==> config.mk <==
export PLATFORM = sky130hd
export DESIGN_NAME = dma_lite_scheduler
export DESIGN_NICKNAME = d
export VERILOG_FILES = /design/src/rtl/dma_lite_pkg.sv /design/src/rtl/dma_lite_rr_arb.sv /design/src/rtl/dma_lite_scheduler.sv
export SDC_FILE = /design/constraint.sdc
export NUM_CORES = 1
export LEC_CHECK = 0
export ABC_AREA = 0
export CAP_MARGIN = 20
export CELL_PAD_IN_SITES_DETAIL_PLACEMENT = 0
export CELL_PAD_IN_SITES_GLOBAL_PLACEMENT = 1
export CORE_MARGIN = 2
export CORE_UTILIZATION = 38
export CTS_BUF_LIST = sky130_fd_sc_hd__clkbuf_2 sky130_fd_sc_hd__clkbuf_4 sky130_fd_sc_hd__clkbuf_8
export CTS_CLUSTER_SIZE = 30
export DETAILED_ROUTE_END_ITERATION = 7
export GPL_ROUTABILITY_DRIVEN = 0
export PLACE_DENSITY = 0.95
export SLEW_MARGIN = 20
export SYNTH_ARGS = -nofsm -noshare
export SYNTH_HDL_FRONTEND = slang
export SYNTH_SLANG_ARGS = --single-unit
==> constraint.sdc <==
create_clock -name clk -period 4.8 [get_ports clk]
set_input_delay 1.2 -clock clk [delete_from_list [all_inputs] [get_ports clk]]
set_output_delay 1.2 -clock clk [all_outputs]
set_load 0.005 [all_outputs]
==> src/rtl/dma_lite_pkg.sv <==
// Shared definitions for the AXI-Lite DMA control-port scheduler:
// register offsets, FSM and job encodings, and the write-sequence table.
package dma_lite_pkg;

  localparam logic [9:0] MM2S_CR     = 10'h000;
  localparam logic [9:0] MM2S_SR     = 10'h004;
  localparam logic [9:0] MM2S_SA     = 10'h018;
  localparam logic [9:0] MM2S_SA_MSB = 10'h01C;
  localparam logic [9:0] MM2S_LENGTH = 10'h028;
  localparam logic [9:0] S2MM_CR     = 10'h030;
  localparam logic [9:0] S2MM_SR     = 10'h034;
  localparam logic [9:0] S2MM_DA     = 10'h048;
  localparam logic [9:0] S2MM_DA_MSB = 10'h04C;
  localparam logic [9:0] S2MM_LENGTH = 10'h058;

  typedef enum logic [1:0] {ST_IDLE, ST_WR, ST_RESP, ST_DONE} state_t;

  typedef enum logic [1:0] {JOB_MM2S, JOB_S2MM, JOB_CLR_MM2S, JOB_CLR_S2MM} job_t;

  typedef struct packed {
    logic [9:0]  addr;
    logic [31:0] data;
  } wr_t;

  // Index of the final write of a job: programming jobs are 4 writes, clears are 1.
  function automatic logic [1:0] job_last(input job_t job);
    return (job == JOB_MM2S || job == JOB_S2MM) ? 2'd3 : 2'd0;
  endfunction

  // Address/data of write number idx within a job.
  function automatic wr_t job_write(input job_t job, input logic [1:0] idx,
                                    input logic [31:0] addr, input logic [25:0] len,
                                    input logic [31:0] cr_data, input logic [31:0] clr_data);
    wr_t w;
    w.addr = '0;
    w.data = '0;
    case (job)
      JOB_MM2S: begin
        case (idx)
          2'd0:    begin w.addr = MM2S_CR;     w.data = cr_data;        end
          2'd1:    begin w.addr = MM2S_SA;     w.data = addr;           end
          2'd2:    begin w.addr = MM2S_SA_MSB; w.data = '0;             end
          default: begin w.addr = MM2S_LENGTH; w.data = {6'b0, len};    end
        endcase
      end
      JOB_S2MM: begin
        case (idx)
          2'd0:    begin w.addr = S2MM_CR;     w.data = cr_data;        end
          2'd1:    begin w.addr = S2MM_DA;     w.data = addr;           end
          2'd2:    begin w.addr = S2MM_DA_MSB; w.data = '0;             end
          default: begin w.addr = S2MM_LENGTH; w.data = {6'b0, len};    end
        endcase
      end
      JOB_CLR_MM2S: begin w.addr = MM2S_SR; w.data = clr_data; end
      default:      begin w.addr = S2MM_SR; w.data = clr_data; end
    endcase
    return w;
  endfunction

endpackage

==> src/rtl/dma_lite_rr_arb.sv <==
// Job arbiter: pending interrupt clears first (MM2S before S2MM), then a
// 2-way round-robin between the MM2S and S2MM programming requests.
module dma_lite_rr_arb
  import dma_lite_pkg::*;
(
  input  logic clk,
  input  logic rst,
  input  logic pend_mm2s,
  input  logic pend_s2mm,
  input  logic mm2s_req,
  input  logic s2mm_req,
  input  logic take,
  output logic gnt_valid,
  output job_t gnt_job
);

  // 0: MM2S preferred on a tie, 1: S2MM preferred.
  logic ptr;

  // Fixed-priority clears, then round-robin programming grant.
  always_comb begin
    gnt_valid = 1'b1;
    gnt_job   = JOB_MM2S;
    if (pend_mm2s)                 gnt_job = JOB_CLR_MM2S;
    else if (pend_s2mm)            gnt_job = JOB_CLR_S2MM;
    else if (mm2s_req && s2mm_req) gnt_job = ptr ? JOB_S2MM : JOB_MM2S;
    else if (mm2s_req)             gnt_job = JOB_MM2S;
    else if (s2mm_req)             gnt_job = JOB_S2MM;
    else                           gnt_valid = 1'b0;
  end

  // Pointer moves to the other channel after every granted programming job.
  always_ff @(posedge clk) begin
    if (!rst) begin
      ptr <= 1'b0;
    end else if (take && gnt_valid && (gnt_job == JOB_MM2S || gnt_job == JOB_S2MM)) begin
      ptr <= (gnt_job == JOB_MM2S);
    end
  end

endmodule

==> src/rtl/dma_lite_scheduler.sv <==
// AXI-Lite write master owning the AXI DMA control port. Serialises MM2S/S2MM
// channel programming (4 writes each) and interrupt clears (1 write each),
// waiting on real AW/W/B handshakes. Optional macro DMA_TIMEOUT_EN bounds the
// B-channel wait to TIMEOUT_CYCLES and reports an error on expiry.
module dma_lite_scheduler
  import dma_lite_pkg::*;
#(
  parameter logic [31:0] CR_DATA        = 32'h00011003,
  parameter logic [31:0] IRQ_CLR_DATA   = 32'h00001000,
  parameter int unsigned TIMEOUT_CYCLES = 256
) (
  input  logic        clk,
  input  logic        rst,
  input  logic        mm2s_req,
  input  logic [31:0] mm2s_addr,
  input  logic [25:0] mm2s_len,
  output logic        mm2s_done,
  input  logic        s2mm_req,
  input  logic [31:0] s2mm_addr,
  input  logic [25:0] s2mm_len,
  output logic        s2mm_done,
  input  logic        mm2s_introut,
  input  logic        s2mm_introut,
  output logic        busy,
  output logic        err,
  output logic [9:0]  s_axi_lite_awaddr,
  output logic        s_axi_lite_awvalid,
  input  logic        s_axi_lite_awready,
  output logic [31:0] s_axi_lite_wdata,
  output logic        s_axi_lite_wvalid,
  input  logic        s_axi_lite_wready,
  input  logic [1:0]  s_axi_lite_bresp,
  input  logic        s_axi_lite_bvalid,
  output logic        s_axi_lite_bready
);

  state_t      state;
  job_t        job;
  logic [1:0]  idx;
  logic [31:0] job_addr;
  logic [25:0] job_len;
  logic        irq_pend_mm2s, irq_pend_s2mm;
  logic        introut_mm2s_q, introut_s2mm_q;
  logic        gnt_valid;
  job_t        gnt_job;
  logic [31:0] gnt_addr;
  logic [25:0] gnt_len;
  wr_t         gnt_wr, nxt_wr;
  logic        aw_acc, w_acc, b_hs;

`ifdef DMA_TIMEOUT_EN
  logic [31:0] to_cnt;
`endif

  dma_lite_rr_arb u_arb (
    .clk       (clk),
    .rst       (rst),
    .pend_mm2s (irq_pend_mm2s),
    .pend_s2mm (irq_pend_s2mm),
    .mm2s_req  (mm2s_req),
    .s2mm_req  (s2mm_req),
    .take      (state == ST_IDLE),
    .gnt_valid (gnt_valid),
    .gnt_job   (gnt_job)
  );

  assign busy = (state != ST_IDLE);
  // A valid already low inside WR means that channel was accepted earlier.
  assign aw_acc = !s_axi_lite_awvalid || s_axi_lite_awready;
  assign w_acc  = !s_axi_lite_wvalid  || s_axi_lite_wready;
  assign b_hs   = s_axi_lite_bvalid && s_axi_lite_bready;

  // First write of the job being granted, and next write of the current job.
  always_comb begin
    gnt_addr = mm2s_addr;
    gnt_len  = mm2s_len;
    if (gnt_job == JOB_S2MM) begin
      gnt_addr = s2mm_addr;
      gnt_len  = s2mm_len;
    end
    gnt_wr = job_write(gnt_job, 2'd0, gnt_addr, gnt_len, CR_DATA, IRQ_CLR_DATA);
    nxt_wr = job_write(job, idx + 2'd1, job_addr, job_len, CR_DATA, IRQ_CLR_DATA);
  end

  // Interrupt edge capture; a new edge coinciding with the clear keeps the flag set.
  always_ff @(posedge clk) begin
    if (!rst) begin
      introut_mm2s_q <= 1'b0;
      introut_s2mm_q <= 1'b0;
      irq_pend_mm2s  <= 1'b0;
      irq_pend_s2mm  <= 1'b0;
    end else begin
      introut_mm2s_q <= mm2s_introut;
      introut_s2mm_q <= s2mm_introut;
      irq_pend_mm2s  <= (mm2s_introut && !introut_mm2s_q) ||
                        (irq_pend_mm2s && !(state == ST_RESP && b_hs && job == JOB_CLR_MM2S));
      irq_pend_s2mm  <= (s2mm_introut && !introut_s2mm_q) ||
                        (irq_pend_s2mm && !(state == ST_RESP && b_hs && job == JOB_CLR_S2MM));
    end
  end

  // Job FSM driving the AXI-Lite write channels with registered outputs.
  always_ff @(posedge clk) begin
    if (!rst) begin
      state              <= ST_IDLE;
      job                <= JOB_MM2S;
      idx                <= '0;
      job_addr           <= '0;
      job_len            <= '0;
      s_axi_lite_awaddr  <= '0;
      s_axi_lite_awvalid <= 1'b0;
      s_axi_lite_wdata   <= '0;
      s_axi_lite_wvalid  <= 1'b0;
      s_axi_lite_bready  <= 1'b0;
      mm2s_done          <= 1'b0;
      s2mm_done          <= 1'b0;
      err                <= 1'b0;
`ifdef DMA_TIMEOUT_EN
      to_cnt             <= '0;
`endif
    end else begin
      mm2s_done <= 1'b0;
      s2mm_done <= 1'b0;
      err       <= 1'b0;
      case (state)
        ST_IDLE: begin
          if (gnt_valid) begin
            job                <= gnt_job;
            idx                <= '0;
            job_addr           <= gnt_addr;
            job_len            <= gnt_len;
            s_axi_lite_awaddr  <= gnt_wr.addr;
            s_axi_lite_wdata   <= gnt_wr.data;
            s_axi_lite_awvalid <= 1'b1;
            s_axi_lite_wvalid  <= 1'b1;
            state              <= ST_WR;
          end
        end
        ST_WR: begin
          if (s_axi_lite_awready) s_axi_lite_awvalid <= 1'b0;
          if (s_axi_lite_wready)  s_axi_lite_wvalid  <= 1'b0;
          if (aw_acc && w_acc) begin
            s_axi_lite_bready <= 1'b1;
            state             <= ST_RESP;
`ifdef DMA_TIMEOUT_EN
            to_cnt            <= '0;
`endif
          end
        end
        ST_RESP: begin
          if (b_hs) begin
            s_axi_lite_bready <= 1'b0;
            if (s_axi_lite_bresp != 2'b00) begin
              err   <= 1'b1;
              state <= ST_DONE;
            end else if (idx != job_last(job)) begin
              idx                <= idx + 2'd1;
              s_axi_lite_awaddr  <= nxt_wr.addr;
              s_axi_lite_wdata   <= nxt_wr.data;
              s_axi_lite_awvalid <= 1'b1;
              s_axi_lite_wvalid  <= 1'b1;
              state              <= ST_WR;
            end else begin
              state <= ST_DONE;
            end
          end
`ifdef DMA_TIMEOUT_EN
          else if (to_cnt == TIMEOUT_CYCLES - 1) begin
            s_axi_lite_bready <= 1'b0;
            err               <= 1'b1;
            state             <= ST_DONE;
          end else begin
            to_cnt <= to_cnt + 32'd1;
          end
`endif
        end
        default: begin
          mm2s_done <= (job == JOB_MM2S);
          s2mm_done <= (job == JOB_S2MM);
          state     <= ST_IDLE;
        end
      endcase
    end
  end

endmodule

**Run 1: gate families picked out**

(3 px per micron)
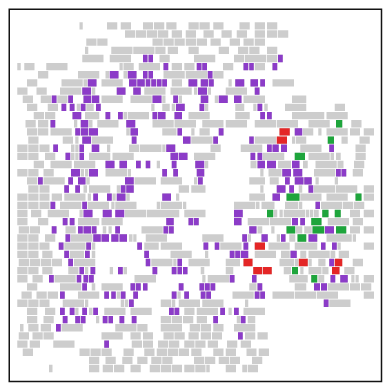
green -> AND and OR gates  # cells 15, where middle right
red -> AND-OR and OR-AND gates  # cells 9
purple -> inverting AOI/OAI gates  # cells 234
fraction of area in multi-input gates: 38.8%
fin cells: 930
most numerous logic cell after layout: clkdlybuf4s50_1

**Run 1: congestion heat map**

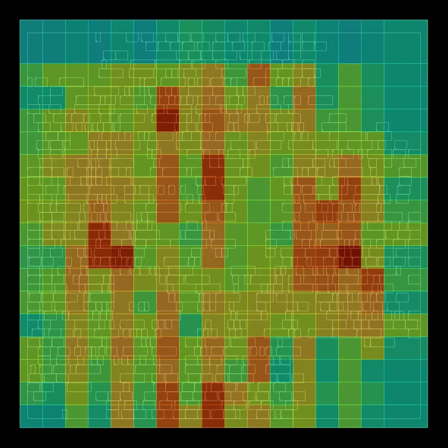
wire per inst: 16.1 microns
met2 usage: 35.2%
post-route core utilization: 52.4%
met1 Track Usage GR: 23.4%

**Run 1: cells colored by class**

(3 px per micron) Fill, decap, tap and diode cells in gray.
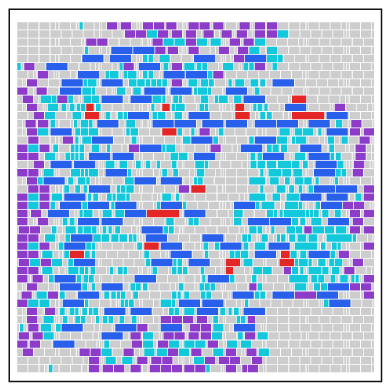
red -> clock drivers and dummy loads  # cells 16, share of their area 3.2%
blue -> flip-flops  # cells 112, share of their area 32%
purple -> other buffers and delay cells  # cells 175, share of their area 25%
cyan -> all other logic  # cells 447, share of their area 40%
Seq/total area: 30.7%
final instance area: 7300 sq um
core area: 13900 sq um
Row Count: 43

**Run 1: metal 3**

(4 px per micron)
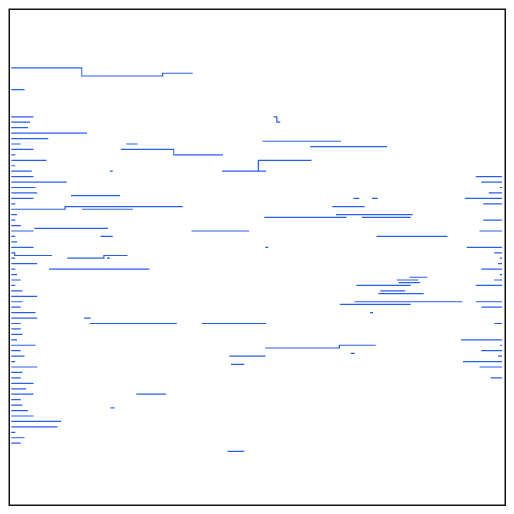
share of all routed wire = 6.1%
wire length on this layer = 907 microns
main direction = horizontal

==> flow_summary.toml, run 1 <==
# yosys + openroad results
[outcome]
run_status = "completed"

[global_route]
grt-busiest-layer = "met2"
met3_usage_pct = 4.99

[setup_path]
cp_cell_sequence = "or2_0, clkdlybuf4s50_1"
r2r-start = "idx[0]$_SDFFE_PN0P_"
critPathTopFamily = "flip-flops"
cp-end-kind = "output pin"
r2r-end = "s_axi_lite_awaddr[5]$_SDFFE_PN0P_"
worst_ep_required_time_ns = 3.60
critPathLaunch = "state[0]$_SDFFE_PN0P_"
max_stage_delay_ns = 0.58
crit_arrival_ns = 1.93
crit_cells = 2
crit_slowest_cell = "dfxtp_1"

[cells_and_area]
regArea_sq_um = 2240
inv_count = 8
logic_gate_count = 439
final-clk-cell-share_pct = 3.07
layout-drive-gt1-share_pct = 8.93
layout.nonclk_buf_share_pct = 23.9
largestRegisters = "job_addr (32), s_axi_lite_wdata (32), job_len (26)"
clock_buffers = 10
fillers = 1303
area_delta_synth_final_pct = 34.3
insertedDiodeCount = 0

[routing]
wirelength_microns = 15000
num_vias = 4921
antenna_left = 0
drc = 0
viasPerCell = 5.29
drt_iter0_drc = 305
wl_met2_microns = 7610
top_layer = "met4"
dr.pass1.iters = 4

[logic_synthesis]
synth_cell_types = 59
async_flop_share_pct = 0
yosysWarnings = 0
numSynthFlops = 112
top_cell = "dfxtp_1"
synth_chip_area_sq_um = 5440
simple_gate_area_share_pct = 11.7
synth_cells = 620
netlist_area_sq_um = 5440

[power]
powerClk_mw = 0.627
combPwrFrac_pct = 25.0
pwr-share-clk_pct = 26.8
swShare_pct = 30.6
peakVddDrop_mv = 0.181
comb_power_mw = 0.585
p_int_mw = 1.62
power_switching_mw = 0.715
p_leak_nw = 2.96

[final_timing]
finalClockSkew_ns = 0.0116
setup_ws_ns = 1.67
rsz0062_at_grt = "no"
clock.fmax_mhz = 319
relSlewSlack_pct = 34.7
fin_crit_ns = 3.13
final_hold_viol_count = 0

[cts]
cts_resized = 0
clockRootBuffer = "clkbuf_8"
h-tree-depth = 3
cts.clk_slew.worst_paths_ns = 0.10
cts.sinks = 112
cts_setup_buffers = 0

[run]
warnings = 32
drv_cap = 0

[hold_path]
hold_class = "register to register"

[place]
io_buffers = 170
postPlaceCellArea_sq_um = 7080
dp_slack_ns = 1.36

[floorplan]
nWellTaps = 180
**Run 1: drive-strength map**

(3 px per micron)
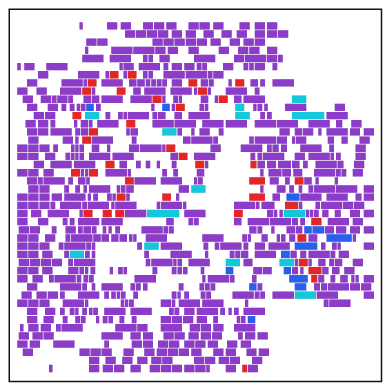

==> run 2, diff against run 1 <==
--- a/config.mk
+++ b/config.mk
@@ -10,12 +10,12 @@
 export CELL_PAD_IN_SITES_DETAIL_PLACEMENT = 0
 export CELL_PAD_IN_SITES_GLOBAL_PLACEMENT = 1
 export CORE_MARGIN = 2
-export CORE_UTILIZATION = 38
+export CORE_UTILIZATION = 32
 export CTS_BUF_LIST = sky130_fd_sc_hd__clkbuf_2 sky130_fd_sc_hd__clkbuf_4 sky130_fd_sc_hd__clkbuf_8
 export CTS_CLUSTER_SIZE = 30
 export DETAILED_ROUTE_END_ITERATION = 7
 export GPL_ROUTABILITY_DRIVEN = 0
-export PLACE_DENSITY = 0.95
+export PLACE_DENSITY = 0.85
 export SLEW_MARGIN = 20
 export SYNTH_ARGS = -nofsm -noshare
 export SYNTH_HDL_FRONTEND = slang
==> constraint.sdc (replaced) <==
create_clock -name clk -period 2.55 [get_ports clk]
set_input_delay 0.6375 -clock clk [delete_from_list [all_inputs] [get_ports clk]]
set_output_delay 0.6375 -clock clk [all_outputs]
set_load 0.005 [all_outputs]
**Run 2: drive-strength map**

(3 px per micron)
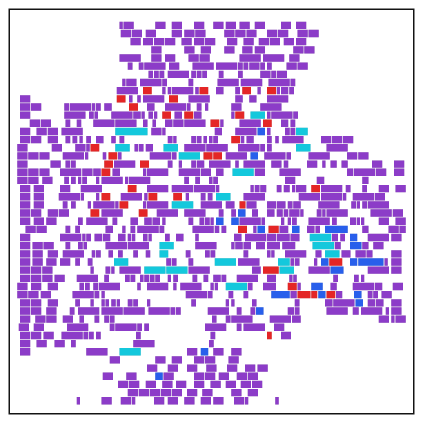
red -> drive 2  # cells 38
cyan -> drive 6 and up  # cells 23
blue -> drive 3 to 4  # cells 22
purple -> drive 1 or less  # cells 684
Setup WS post-layout: 0.276 ns
area delta synth->final: 39.1%

==> flow_summary.toml, run 2 <==
# yosys + openroad results
[place]
postPlaceCellArea_sq_um = 7360

[routing]
num_vias = 4908
dr.pass1.iters = 4

[setup_path]
cp_cell_sequence = "or2_0, clkdlybuf4s50_1"
critPathLaunch = "state[1]$_SDFFE_PN0P_"
max_stage_delay_ns = 0.58
cp-end-kind = "output pin"
r2r-end = "s_axi_lite_wdata[7]$_SDFFE_PN0P_"
crit_cells = 2

[logic_synthesis]
synth_chip_area_sq_um = 5440
async_flop_share_pct = 0
synth_cell_types = 59
netlist_area_sq_um = 5440
top_cell = "dfxtp_1"
synth_cells = 620
numSynthFlops = 112

[cells_and_area]
logic_gate_count = 439
insertedDiodeCount = 0
final_util_pct = 45.6
final_area_sq_um = 7560
seq_area_share_pct = 29.7
final-clk-cell-share_pct = 2.65
inv_count = 8
largestRegisters = "job_addr (32), s_axi_lite_wdata (32), job_len (26)"

[global_route]
grt-busiest-layer = "met2"
met3_usage_pct = 3.67

[final_timing]
finalClockSkew_ns = 0.0124
relSlewSlack_pct = 66.5
fin_crit_ns = 2.27
rsz0062_at_grt = "no"
final_hold_viol_count = 0

[power]
comb_power_mw = 1.22
combPwrFrac_pct = 27.5
power_switching_mw = 1.39
p_int_mw = 3.04
swShare_pct = 31.4
peakVddDrop_mv = 0.276

[cts]
clockRootBuffer = "clkbuf_8"
cts.sinks = 112
cts_setup_buffers = 0
cts_resized = 0

[hold_path]
hold_class = "register to register"

[outcome]
run_status = "completed"

[floorplan]
std_cell_rows = 47

[run]
warnings = 30
drv_cap = 0
Power is estimated from default activity; no workload was simulated.
